File: config.mk
export PLATFORM = sky130hd
export DESIGN_NAME = xor_share_arb
export DESIGN_NICKNAME = d
export VERILOG_FILES = /design/src/rtl/xor_share_arb.sv
export SDC_FILE = /design/constraint.sdc
export NUM_CORES = 1
export LEC_CHECK = 0
export ABC_AREA = 1
export ABC_CLOCK_PERIOD_IN_PS = 2240
export CORE_ASPECT_RATIO = 0.6
export CORE_UTILIZATION = 37
export CTS_BUF_LIST = sky130_fd_sc_hd__clkbuf_4 sky130_fd_sc_hd__clkbuf_8
export DETAILED_ROUTE_END_ITERATION = 10
export PLACE_DENSITY = 0.73
export SYNTH_ARGS = -nofsm -noshare
export SYNTH_HDL_FRONTEND = slang
export SYNTH_SLANG_ARGS = --single-unit
File: constraint.sdc
create_clock -name clk -period 2.24 [get_ports clk]
set_clock_uncertainty 0.05 [all_clocks]
set_input_delay 0.224 -clock clk [delete_from_list [all_inputs] [get_ports clk]]
set_output_delay 0.224 -clock clk [all_outputs]
set_load 0.005 [all_outputs]
File: src/rtl/xor_share_arb.sv
// xor_share_arb: round-robin arbiter in front of a single bit-serial XOR unit.
// The winning requester's operands are captured on its grant and streamed
// LSB-first through one 1-bit cmosxor cell. The result appears W+1 cycles
// after the grant, together with the id of the served requester.
module xor_share_arb #(
  parameter int N = 4,
  parameter int W = 8
) (
  input  logic           clk,
  input  logic           rst_n,
  input  logic [N-1:0]   req,
  input  logic [N*W-1:0] a_in,
  input  logic [N*W-1:0] b_in,
  output logic [N-1:0]   gnt,
  output logic           busy,
  output logic           done,
  output logic [W-1:0]   res,
  output logic [1:0]     res_id
);

  localparam int CW = $clog2(W + 1);

  typedef enum logic [1:0] {
    IDLE  = 2'd0,
    GRANT = 2'd1,
    SHIFT = 2'd2,
    DONE  = 2'd3
  } state_e;

  state_e          state_q;
  logic [1:0]      ptr_q;
  logic [1:0]      win_q;
  logic [CW-1:0]   cnt_q;
  logic [W-1:0]    a_sr_q;
  logic [W-1:0]    b_sr_q;
  logic [W-1:0]    res_sr_q;
  logic [N-1:0]    gnt_q;
  logic            busy_q;
  logic            done_q;
  logic [W-1:0]    res_q;
  logic [1:0]      res_id_q;

  logic [1:0]      win_d;
  logic            found_d;
  logic [N-1:0]    gnt_d;
  logic [W-1:0]    res_sr_d;
  logic [W-1:0]    a_sel_s;
  logic [W-1:0]    b_sel_s;
  logic            f53_s;

  // The only XOR resource: one bit per SHIFT cycle, fed by the operand LSBs.
  cmosxor u_xor (
    .a   (a_sr_q[0]),
    .b   (b_sr_q[0]),
    .f53 (f53_s)
  );

  // Round-robin pick: first requesting index at or after ptr, wrapping.
  always_comb begin
    logic [1:0] idx;
    logic       hit;
    win_d   = ptr_q;
    found_d = 1'b0;
    gnt_d   = '0;
    idx     = 2'd0;
    hit     = 1'b0;
    for (int k = 0; k < N; k++) begin
      idx     = ptr_q + 2'(k);
      hit     = req[idx] & ~found_d;
      win_d   = hit ? idx : win_d;
      found_d = found_d | req[idx];
    end
    gnt_d[win_d] = 1'b1;
  end

  // Operand lanes of the current winner, and the next result shift value.
  always_comb begin
    a_sel_s  = a_in[int'(win_q) * W +: W];
    b_sel_s  = b_in[int'(win_q) * W +: W];
    res_sr_d = {f53_s, res_sr_q[W-1:1]};
  end

  // Control FSM with registered outputs; reset aborts any operation in flight.
  always_ff @(posedge clk or negedge rst_n) begin
    if (!rst_n) begin
      state_q  <= IDLE;
      ptr_q    <= 2'd0;
      win_q    <= 2'd0;
      cnt_q    <= '0;
      a_sr_q   <= '0;
      b_sr_q   <= '0;
      res_sr_q <= '0;
      gnt_q    <= '0;
      busy_q   <= 1'b0;
      done_q   <= 1'b0;
      res_q    <= '0;
      res_id_q <= 2'd0;
    end else begin
      case (state_q)
        IDLE: begin
          if (found_d) begin
            win_q   <= win_d;
            gnt_q   <= gnt_d;
            busy_q  <= 1'b1;
            state_q <= GRANT;
          end else begin
            state_q <= IDLE;
          end
        end
        GRANT: begin
          a_sr_q  <= a_sel_s;
          b_sr_q  <= b_sel_s;
          cnt_q   <= '0;
          gnt_q   <= '0;
          state_q <= SHIFT;
        end
        SHIFT: begin
          a_sr_q   <= {1'b0, a_sr_q[W-1:1]};
          b_sr_q   <= {1'b0, b_sr_q[W-1:1]};
          res_sr_q <= res_sr_d;
          cnt_q    <= cnt_q + CW'(1);
          if (cnt_q == CW'(W - 1)) begin
            done_q   <= 1'b1;
            res_q    <= res_sr_d;
            res_id_q <= win_q;
            state_q  <= DONE;
          end else begin
            state_q  <= SHIFT;
          end
        end
        DONE: begin
          done_q  <= 1'b0;
          busy_q  <= 1'b0;
          ptr_q   <= win_q + 2'd1;
          state_q <= IDLE;
        end
        default: begin
          state_q <= IDLE;
        end
      endcase
    end
  end

  assign gnt    = gnt_q;
  assign busy   = busy_q;
  assign done   = done_q;
  assign res    = res_q;
  assign res_id = res_id_q;

endmodule

// cmosxor: 1-bit XOR cell.
module cmosxor (
  input  logic a,
  input  logic b,
  output logic f53
);
  assign f53 = a ^ b;
endmodule

**Metal layers overlaid**

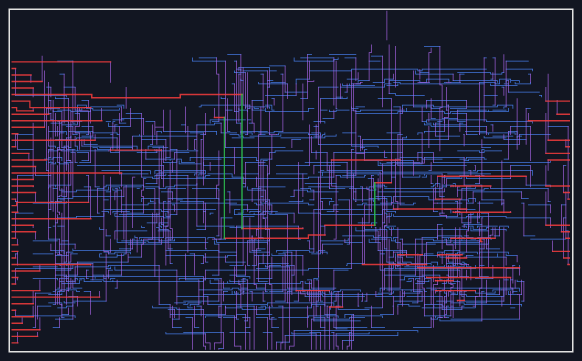
[purple] metal 2 | wire length: 3,120 um
[green] metal 4 | wire length: 61.9 um
[red] metal 3 | wire length: 612 um
[blue] metal 1 | wire length: 3,720 um
wire length per cell: 12.9 um
total number of vias: 2,895
Routed WL: 7.51 mm

**Where the registers sit**

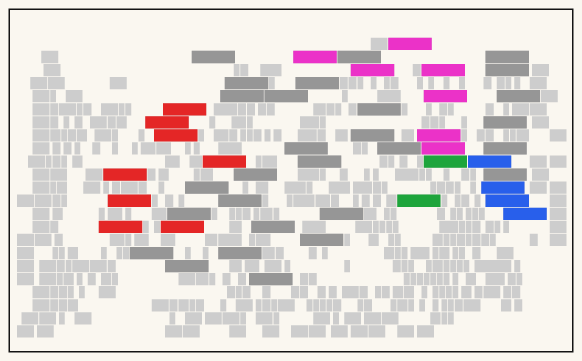
[magenta] `res_sr_q` | sequential cells: 7 | where: north-east
[green] `win_q` | sequential cells: 2
[red] `a_sr_q` | sequential cells: 8
[blue] `gnt` | sequential cells: 4 | where: east
fraction of area in registers: 30.7%
sequential power: 1.56 mW
Reg area: 1230 um2

==> impl_metrics.tcl <==
# collected from the flow reports
set metrics [dict create \
    grt_use_total_pct 19.5 \
    post-synth-top-count-cell "nand2_1" \
    synthCells 396 \
    critPathMostFrequentCell "nand2_1" \
    max_stage_delay_ps 620 \
    antenna_found_initial 0 \
    ys.flop_type "dfrtp_1" \
    clk_pin_slew_worst_paths_ps 90 \
    cp.arrival_ps 2110 \
    finalCritPeriodShare_pct 87.6 \
    postSynthAreaPerCell_um2 7.41 \
    ys_area_um2 2930 \
    power_density_nw_per_um2 1300 \
    critPathCaptureType "register" \
    muxShareOfSynthArea_pct 0.768 \
    final_cells 583 \
    finalSetupViolCount 0 \
    cp-start-kind "register" \
    worstPathMaxFanout 15 \
    worstSetupStartpoint "ptr_q[0]" \
    netlist_area_um2 2930 \
    max_freq_mhz 510 \
    crit_end "busy" \
    drt_drc_violations_left 0 \
    intPower_mw 2.79 \
    grt-ovfl-total 0 \
    fin_crit_ps 1960 \
    die_area_um2 8300 \
    place_congestion 0.855 \
    clkPwrFrac_pct 10.5 \
    final_cell_mix "102 x nand2_1, 84 x clkdlybuf4s50_1, 52 x o21ai_0, 49 x dfrtp_1, 42 x inv_1" \
    topCombFamilyByArea "simple AND/OR/NAND/NOR gates" \
    hold_violations 0 \
    synth_seq_share_pct 41.8 \
    pwr-share-seq_pct 29.9 \
    rrSetupSlack_ps 280 \
    status "finished clean" \
    cts_setup_buffers 0 \
    clockBufferDepth 2 \
    drive_above_1_share_pct 8.98 \
    grt_max_degree 40 \
    p_leak_nw 1.83 \
    aoi_share_pct 17.0 \
    grt_pass1_vias 2668 \
    ys.flops 49 \
    rsz0062_at_grt "false" \
    hp-class "in2async" \
    drt_pass1_iterations 4 \
    ctsResizeCount 0 \
    fp_nets 471 \
    area_delta_synth_final_pct 36.2 \
    fp_util_pct 39.2 \
    yosys_warnings 0 \
    final_common_cell "nand2_1" \
    warning_count 29 \
    clock-sinks 49 \
    io_pins 86 \
    vias_per_cell 4.97 \
    critPathKind "reg2reg" \
    fa_ha_area_share_pct 2.13 \
    antenna_left 0 \
    top_cell_area_share_pct 41.8 \
]
**Pin map**

Pins as bars across the die edge, other pins in grey.
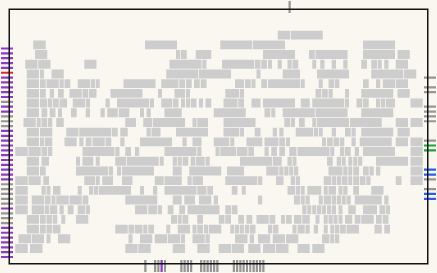
[blue] `gnt` | pins: 4 | direction: output | edge: east
[purple] `a_in` | pins: 32 | direction: input | edge: 31 west, 1 south
[red] `clk` | pins: 1 | direction: input | edge: west
[green] `res_id` | pins: 2 | direction: output | edge: east
all pins by edge: 44 west, 25 south, 16 east, 1 north
Buffers on Ports: 85
Die H: 71.0 um
Die Span X: 117 um

layer usage:
layer,up-vias,wire (um),track usage (%),share of wire (%)
li1,1467,-,-,-
met3,6,611,5.40,8.1
met2,106,3120,29.5,42
met4,0,61,5.20,0.81
met5,-,0,0,0
met1,1316,3720,27.4,49
cell type report:
| class | instances | area [um2] |
|---|---|---|
| Fill cell | 707 | 3480 |
| Timing Repair Buffer | 96 | 931 |
| Multi-Input combinational cell | 281 | 1440 |
| Clock inverter | 2 | 13.8 |
| Clock buffer | 6 | 82.6 |
| Sequential cell | 49 | 1230 |
| Tap cell | 104 | 130 |
| Inverter | 45 | 171 |
through the flow:
step                total power, mW  worst slack (ps)  instance area (um2)  hold slack, ps  util, %
CTS                            5.24               292                 4000             445     53.5
global route                   5.73              62.6                 4000             468     53.5
global placement               4.60               399                 3890             236     52.0
detailed placement             4.68               308                 3890             241     52.0
floorplan                      3.70               497                 2930            -122        -
finish                         5.20               278                 4000             430     53.5
critical path, delay by kind of cell, from the launching register on:
| family | cells | cell delay (ps) |
|---|---|---|
| and+or+nand+nor | 7 | 760 |
| buffers and inverters | 3 | 310 |
| DFF | 1 | 620 |
| AOI/OAI and AO/OA | 1 | 110 |
power by group through the flow:
stage	Combinational [mW]	Clock, mW	Sequential [mW]
floorplan	2.22	0	1.48
global placement	3.04	0	1.56
detailed placement	3.11	0	1.57
CTS	3.12	0.564	1.56
global route	3.53	0.594	1.60
finish	3.10	0.544	1.56
state kept, by name, summed over array words and instances (netlist names):
name	cells
a_sr_q	8
busy	1
b_sr_q	8
state_q	2
res_id	2
win_q	2
gnt	4
res	8
done	1
res_sr_q	7
ptr_q	2
cnt_q	4
Power figures rest on the tool's default switching activity, not on a simulated workload.
